clock_wires.png
The bar under the picture is 20 um long.
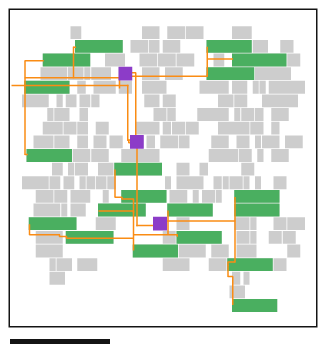
class_map.png
The bar under the picture is 20 um long.
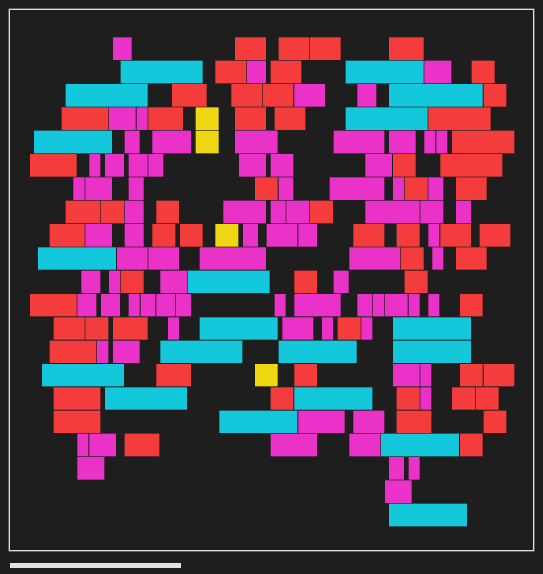
gates.png
The bar under the picture is 20 um long.
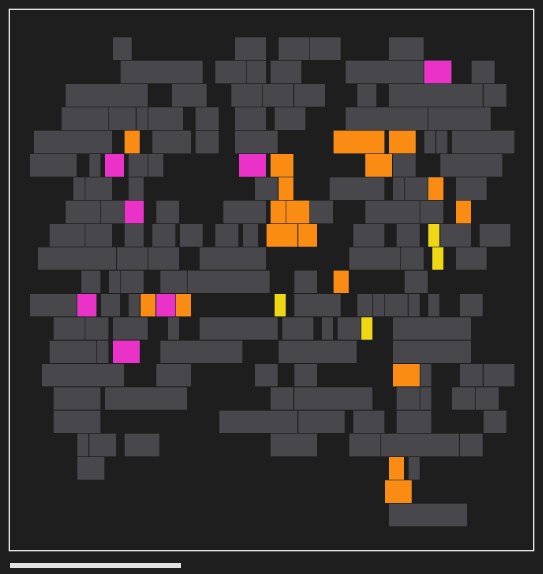
floorplan.png
Pins as bars on the die edge. Tap cells in grey.
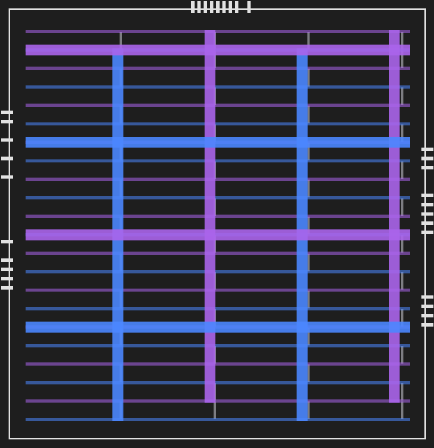
clock_nets.png
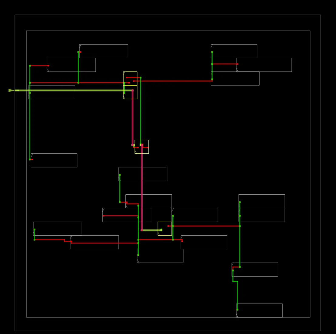
--- src/rtl/prio_sel_pkg.sv ---
// prio_sel_pkg
// Shared definitions for the pipelined priority selector:
//   SEL_W        - width of a channel index ($clog2 with a floor of 1)
//   DEF_POL      - default per-condition polarity for the 6-channel build
//   DEF_LATE_MASK- default per-condition late-veto enables
//   prio_sel_idx - combinational priority pick over a condition chain
package prio_sel_pkg;

  // Widest condition chain prio_sel_idx can evaluate. Callers zero-extend
  // their chain into this width and pass the real channel count.
  localparam int MAX_COND = 31;

  localparam logic [4:0] DEF_POL       = 5'b01101;
  localparam logic [4:0] DEF_LATE_MASK = 5'b01000;

  function automatic int SEL_W(input int n_ch);
    return (n_ch < 2) ? 1 : $clog2(n_ch);
  endfunction

  // Lowest chain position whose condition holds wins; when none holds the
  // last channel (n_ch-1) is the fallback. Positions >= n_ch-1 are ignored
  // so zero-extension of the inputs cannot create phantom matches.
  function automatic int prio_sel_idx(
    input logic [MAX_COND-1:0] cond,
    input logic [MAX_COND-1:0] pol,
    input logic [MAX_COND-1:0] mask,
    input logic                late,
    input int                  n_ch
  );
    int idx;
    idx = n_ch - 1;
    // Scan downwards so the last assignment is the lowest true position.
    for (int k = MAX_COND - 1; k >= 0; k--) begin
      if ((k < n_ch - 1) && (cond[k] == pol[k]) && !(mask[k] && late)) begin
        idx = k;
      end
    end
    return idx;
  endfunction

endpackage

--- src/rtl/prio_sel_pipe_if.sv ---
// prio_sel_pipe_if
// Bundles the selector's input beat, output beat and counter control.
//   in_valid/in_ready/in_data/in_cond/late_ctrl : upstream handshake + payload
//   out_valid/out_ready/out_data/out_sel        : downstream handshake + result
//   fallback_cnt/cnt_clr                        : fallback statistics
// Modports: slave = the selector's view, master = the driving environment.
interface prio_sel_pipe_if #(
  parameter int N_CH   = 6,
  parameter int DATA_W = 1,
  parameter int CNT_W  = 8
);
  import prio_sel_pkg::*;

  localparam int SW = SEL_W(N_CH);

  logic                     in_valid;
  logic                     in_ready;
  logic [N_CH*DATA_W-1:0]   in_data;
  logic [N_CH-2:0]          in_cond;
  logic                     late_ctrl;
  logic                     out_valid;
  logic                     out_ready;
  logic [DATA_W-1:0]        out_data;
  logic [SW-1:0]            out_sel;
  logic [CNT_W-1:0]         fallback_cnt;
  logic                     cnt_clr;

  modport slave (
    input  in_valid, in_data, in_cond, late_ctrl, out_ready, cnt_clr,
    output in_ready, out_valid, out_data, out_sel, fallback_cnt
  );

  modport master (
    output in_valid, in_data, in_cond, late_ctrl, out_ready, cnt_clr,
    input  in_ready, out_valid, out_data, out_sel, fallback_cnt
  );

endinterface

--- src/rtl/prio_sel_skid.sv ---
// prio_sel_skid
// Generic 2-entry valid/ready skid buffer, FIFO order.
//   in_valid/in_ready/in_payload    : upstream side; in_ready is registered
//   out_valid/out_ready/out_payload : downstream side; payload is the head
// A beat pushed into an empty buffer is visible at the output next cycle.
module prio_sel_skid #(
  parameter int W = 8
) (
  input  logic         clk,
  input  logic         rst_n,
  input  logic         in_valid,
  output logic         in_ready,
  input  logic [W-1:0] in_payload,
  output logic         out_valid,
  input  logic         out_ready,
  output logic [W-1:0] out_payload
);

  logic [1:0]   count_q, count_d;
  logic [W-1:0] head_q, head_d;
  logic [W-1:0] tail_q, tail_d;
  logic         in_ready_q, in_ready_d;
  logic         push, pop;

  always_comb begin
    push       = in_valid && in_ready_q;
    pop        = (count_q != 2'd0) && out_ready;
    head_d     = head_q;
    tail_d     = tail_q;
    count_d    = count_q;
    case (count_q)
      2'd0: begin
        if (push) begin
          head_d  = in_payload;
          count_d = 2'd1;
        end
      end
      2'd1: begin
        // Push and pop together: the new beat replaces the departing head.
        if (push && pop) begin
          head_d = in_payload;
        end else if (push) begin
          tail_d  = in_payload;
          count_d = 2'd2;
        end else if (pop) begin
          count_d = 2'd0;
        end
      end
      default: begin
        // Full: in_ready_q is low, so only a pop can happen.
        if (pop) begin
          head_d  = tail_q;
          count_d = 2'd1;
        end
      end
    endcase
    in_ready_d = (count_d != 2'd2);
  end

  always_ff @(posedge clk or negedge rst_n) begin
    if (!rst_n) begin
      count_q    <= 2'd0;
      head_q     <= '0;
      tail_q     <= '0;
      in_ready_q <= 1'b1;
    end else begin
      count_q    <= count_d;
      head_q     <= head_d;
      tail_q     <= tail_d;
      in_ready_q <= in_ready_d;
    end
  end

  assign in_ready    = in_ready_q;
  assign out_valid   = (count_q != 2'd0);
  assign out_payload = head_q;

endmodule

--- src/rtl/prio_sel_pipe.sv ---
// prio_sel_pipe
// Pipelined priority selector. Each accepted beat picks one of N_CH data
// candidates from a polarity-configurable condition chain (with optional
// late_ctrl veto per position), and the chosen data + index travel through
// a 2-entry skid buffer to the output. A saturating counter tracks beats
// that fell through to the last channel.
//   clk, rst_n : clock and asynchronous active-low reset
//   bus        : prio_sel_pipe_if.slave (handshakes, payload, counter)
module prio_sel_pipe
  import prio_sel_pkg::*;
#(
  parameter int N_CH      = 6,
  parameter int DATA_W    = 1,
  parameter     POL       = DEF_POL,
  parameter     LATE_MASK = DEF_LATE_MASK,
  parameter int CNT_W     = 8
) (
  input logic             clk,
  input logic             rst_n,
  prio_sel_pipe_if.slave  bus
);

  localparam int SW = SEL_W(N_CH);
  localparam int PW = DATA_W + SW;

  // Elaboration-time sanity checks on the parameter set.
  if (N_CH < 2 || N_CH - 1 > MAX_COND) begin : g_bad_nch
    $error("prio_sel_pipe: N_CH out of range");
  end
  if ($bits(POL) != N_CH - 1) begin : g_bad_pol
    $error("prio_sel_pipe: POL width must be N_CH-1");
  end
  if ($bits(LATE_MASK) != N_CH - 1) begin : g_bad_mask
    $error("prio_sel_pipe: LATE_MASK width must be N_CH-1");
  end

  logic [DATA_W-1:0] cand [N_CH];
  logic [SW-1:0]     sel_idx;
  logic [DATA_W-1:0] sel_data;
  logic              push;
  logic              fb_push;
  logic [PW-1:0]     skid_out;
  logic [CNT_W-1:0]  fallback_cnt_q, fallback_cnt_d;

  for (genvar gi = 0; gi < N_CH; gi++) begin : g_cand
    assign cand[gi] = bus.in_data[gi*DATA_W +: DATA_W];
  end

  always_comb begin
    sel_idx  = SW'(prio_sel_idx(MAX_COND'(bus.in_cond), MAX_COND'(POL),
                                MAX_COND'(LATE_MASK), bus.late_ctrl, N_CH));
    sel_data = cand[sel_idx];
  end

  prio_sel_skid #(.W(PW)) u_skid (
    .clk         (clk),
    .rst_n       (rst_n),
    .in_valid    (bus.in_valid),
    .in_ready    (bus.in_ready),
    .in_payload  ({sel_data, sel_idx}),
    .out_valid   (bus.out_valid),
    .out_ready   (bus.out_ready),
    .out_payload (skid_out)
  );

  assign bus.out_data = skid_out[PW-1:SW];
  assign bus.out_sel  = skid_out[SW-1:0];

  // Counter follows accepted beats only; a clear in the same cycle wins.
  always_comb begin
    push           = bus.in_valid && bus.in_ready;
    fb_push        = push && (sel_idx == SW'(N_CH - 1));
    fallback_cnt_d = fallback_cnt_q;
    if (bus.cnt_clr) begin
      fallback_cnt_d = '0;
    end else if (fb_push && (fallback_cnt_q != {CNT_W{1'b1}})) begin
      fallback_cnt_d = fallback_cnt_q + 1'b1;
    end
  end

  always_ff @(posedge clk or negedge rst_n) begin
    if (!rst_n) begin
      fallback_cnt_q <= '0;
    end else begin
      fallback_cnt_q <= fallback_cnt_d;
    end
  end

  assign bus.fallback_cnt = fallback_cnt_q;

endmodule

--- src/flat_wrapper.sv ---
// flat-port wrapper written by rule: the top's interface ports become plain ports
module prio_sel_pipe_flat import prio_sel_pkg::*;
#(
  parameter int N_CH      = 6,
  parameter int DATA_W    = 1,
  parameter     POL       = DEF_POL,
  parameter     LATE_MASK = DEF_LATE_MASK,
  parameter int CNT_W     = 8
)
  (clk, rst_n, bus_in_valid, bus_in_data, bus_in_cond, bus_late_ctrl, bus_out_ready, bus_cnt_clr, bus_in_ready, bus_out_valid, bus_out_data, bus_out_sel, bus_fallback_cnt);
  prio_sel_pipe_if #(.N_CH(N_CH), .DATA_W(DATA_W), .CNT_W(CNT_W)) bus_i ();
  input logic clk;
  input logic rst_n;
  input wire logic [$bits(bus_i.in_valid)-1:0] bus_in_valid;
  input wire logic [$bits(bus_i.in_data)-1:0] bus_in_data;
  input wire logic [$bits(bus_i.in_cond)-1:0] bus_in_cond;
  input wire logic [$bits(bus_i.late_ctrl)-1:0] bus_late_ctrl;
  input wire logic [$bits(bus_i.out_ready)-1:0] bus_out_ready;
  input wire logic [$bits(bus_i.cnt_clr)-1:0] bus_cnt_clr;
  output wire logic [$bits(bus_i.in_ready)-1:0] bus_in_ready;
  output wire logic [$bits(bus_i.out_valid)-1:0] bus_out_valid;
  output wire logic [$bits(bus_i.out_data)-1:0] bus_out_data;
  output wire logic [$bits(bus_i.out_sel)-1:0] bus_out_sel;
  output wire logic [$bits(bus_i.fallback_cnt)-1:0] bus_fallback_cnt;
  assign bus_i.in_valid = bus_in_valid;
  assign bus_i.in_data = bus_in_data;
  assign bus_i.in_cond = bus_in_cond;
  assign bus_i.late_ctrl = bus_late_ctrl;
  assign bus_i.out_ready = bus_out_ready;
  assign bus_i.cnt_clr = bus_cnt_clr;
  assign bus_in_ready = bus_i.in_ready;
  assign bus_out_valid = bus_i.out_valid;
  assign bus_out_data = bus_i.out_data;
  assign bus_out_sel = bus_i.out_sel;
  assign bus_fallback_cnt = bus_i.fallback_cnt;
  prio_sel_pipe #(.N_CH(N_CH), .DATA_W(DATA_W), .POL(POL), .LATE_MASK(LATE_MASK), .CNT_W(CNT_W)) u_core (.clk(clk), .rst_n(rst_n), .bus(bus_i));
endmodule
--- config.mk ---
export PLATFORM = sky130hd
export DESIGN_NAME = prio_sel_pipe_flat
export DESIGN_NICKNAME = d
export VERILOG_FILES = /design/src/rtl/prio_sel_pkg.sv /design/src/rtl/prio_sel_pipe_if.sv /design/src/rtl/prio_sel_skid.sv /design/src/rtl/prio_sel_pipe.sv /design/src/flat_wrapper.sv
export SDC_FILE = /design/constraint.sdc
export NUM_CORES = 1
export LEC_CHECK = 0
export ABC_CLOCK_PERIOD_IN_PS = 1600
export CAP_MARGIN = 20
export CORE_AREA = 2 2 59 61
export DETAILED_ROUTE_END_ITERATION = 10
export DIE_AREA = 0 0 61 63
export HOLD_SLACK_MARGIN = 0.05
export SETUP_SLACK_MARGIN = 0.4
export SYNTH_ARGS = -nofsm -noshare
export SYNTH_HDL_FRONTEND = slang
export SYNTH_SLANG_ARGS = --single-unit
--- constraint.sdc ---
create_clock -name clk -period 1.6 [get_ports clk]
set_clock_uncertainty 0.1 [all_clocks]
set_input_delay 0.16 -clock clk [delete_from_list [all_inputs] [get_ports clk]]
set_output_delay 0.16 -clock clk [all_outputs]
set_load 0.05 [all_outputs]
==> flow_metrics.env <==
# implementation run metrics
export IMPL_ant_nets=0
export IMPL_power_switching_mw=0.599
export IMPL_whs_ps=76.9
export IMPL_grt_pass1_vias=1010
export IMPL_hold_viol=0
export IMPL_die_w_um=61
export IMPL_areaGrowthSynthToFinish_pct=77.9
export IMPL_yosysCellCount=103
export IMPL_p_sw_frac=0.367
export IMPL_r2r_worst_path_cells=6
export IMPL_fp_utilization=0.312
export IMPL_max_freq_mhz=609
export IMPL_max_cap_violations=0
export IMPL_viasPerCell=4.60
export IMPL_combPwrFrac=0.456
export IMPL_drive_gt1_frac=0.461
export IMPL_p_int_mw=1.03
export IMPL_via_count=970
export IMPL_endpoint_kind="register"
export IMPL_fillers=296
export IMPL_chip_area_um2=3840
export IMPL_p_per_area_nw_per_um2=911
export IMPL_reg2reg_slack_ps=-40
export IMPL_final_util=0.555
export IMPL_ys_ff=19
export IMPL_finalSetupViolCount=8
export IMPL_violations="negative setup slack"
export IMPL_crit_path_start_kind="register"
export IMPL_detail_route_wl_per_cell_um=12.2
export IMPL_clkPwrFrac=0.156
export IMPL_gp_congestion=0.791
export IMPL_min_period_over_period=1.03
export IMPL_status="finished with violations"
export IMPL_hold_path_class="in -> async"
export IMPL_worst_slack_ps=-42.9
export IMPL_io_buffers=30
export IMPL_leakage_nw=0.810
export IMPL_rsz0062_at_grt="true"
Notes on clock_wires.png above:
[clock wires] orange | length: 255 um
[flip-flops] green | count: 19
[clock-net drivers] purple | count: 3
flops lie	spread over the die
routed clock nets	4
clock latency on the worst-skew pair: 300 ps
Power Clock: 0.256 mW

Notes on class_map.png above:
class	colour	cells
clock drivers and dummy loads	yellow	4
remaining logic cells	magenta	82
remaining buffers and delay cells	red	60
registers	cyan	19
core area: 3230 um2
sequential cell area share: 0.273

Notes on gates.png above:
family	colour	cells	most used
inv cells	yellow	4	inv_1
aoi and oai cells	orange	18	a21oi_1
and/or cells	magenta	7	and3_1
dominant logic cell type in the layout: buf_4
logic share of the area: 0.332
Final Instance Count excl. Fillers: 211

Notes on floorplan.png above:
net	colour
VSS	blue
VDD	purple
met4 straps	4
met1 rails	22
tap cells	46
DIE HEIGHT: 63 um
maximum vdd drop: 337 uV

Notes on clock_nets.png above:
cts bufs inserted: 3
Clock Sinks: 19
layout clock buffer count: 3
seq_cells: 19

[power by group through the flow]
stage / logic, mW / clock network, mW / registers, mW
2_1_floorplan: 0.259 / 0 / 0.778
3_3_place_gp: 0.627 / 0 / 0.648
3_5_place_dp: 0.633 / 0 / 0.655
4_1_cts: 0.691 / 0.267 / 0.636
5_1_grt: 0.798 / 0.289 / 0.647
6_report: 0.745 / 0.256 / 0.633
[layout make-up]
type	instances	area (um2)	area share
Clock inverter	1	7.51	0.00418
Sequential cell	19	489	0.273
Multi-Input combinational cell	78	596	0.332
Inverter	4	15.0	0.00837
Timing Repair Buffer	60	607	0.338
Clock buffer	3	22.5	0.0126
Tap cell	46	57.6	0.0321
[routing by layer]
layer	up-vias	wire, um	global-route usage
li1	484	-	-
met4	0	27	0.0598
met1	458	1060	0.173
met3	4	104	0.0311
met5	-	0	0
met2	24	1380	0.250
[registers in the layout, summed over array words and instances (netlist names)]
| signal | count |
|---|---|
| u_core.u_skid.out_payload | 4 |
| u_core.u_skid.tail_q | 4 |
| u_core.u_skid.in_ready | 1 |
| u_core.u_skid.count_q | 2 |
| u_core.bus.fallback_cnt | 8 |
[through the flow]
step           total power, mW  cells
2_1_floorplan             1.04    103
3_3_place_gp              1.28    196
3_5_place_dp              1.29    196
4_1_cts                   1.59    206
5_1_grt                   1.73    211
6_report                  1.63    211
[final timing paths]
path	end
hold / removal	u_core.u_skid.out_payload[1]
min in group clk	u_core.u_skid.out_payload[0]
hold reg to reg	u_core.u_skid.out_payload[0]
setup reg to reg	u_core.bus.fallback_cnt[4]
setup / recovery	u_core.bus.fallback_cnt[4]
max in group asynchronous	u_core.u_skid.in_ready
[worst max-delay path, cell delays in order (launching register included)]
cell and delay (ps):
dfstp_4 660, nand3_4 70, nor4_4 170, buf_4 190
nand4_1 110, xor2_1 170, nor2_1 70
[cell usage after synthesis, drive strengths merged]
master  instances  area share
a21o            2       0.015
and4            1      0.0087
nor2b           2       0.020
xor2            6       0.052
a21boi          1      0.0074
nand4           3       0.019
inv             4       0.015
a21oi           8       0.040
mux2i           4       0.040
o21bai          1      0.0074
and2            1      0.0062
nor3            2      0.0099
clkbuf          1      0.0037
or2             1      0.0062
and3            2       0.012
nor2            9       0.033
a222oi          1      0.0099
ha              1       0.012
nor4            1       0.021
o22ai           1      0.0062
buf             1      0.0037
and2b           1      0.0087
or3             1      0.0062
mux2            3       0.033
dfrtp          18        0.45
dfstp           1       0.026
nand2          11       0.041
nand2b          2       0.020
o21ai           6       0.030
nand3           7       0.040
[cells by family after synthesis]
family | after synthesis | synth area share
compound gates | 20 | 0.115
mux | 7 | 0.0732
fa+ha+maj | 1 | 0.0124
xor+xnor | 6 | 0.0521
flops | 19 | 0.473
simple gates | 44 | 0.252
buf+inv | 6 | 0.0223
[repair_timing]
item | in CTS | in global routing
cloned | 0 | 0
resized | 20 | 12
setup endpoints to repair | 29 | 30
hold buffers | 0 | 0
setup buffers | 6 | 5
pin swaps | 8 | 0
Power and IR drop assume default switching activity.
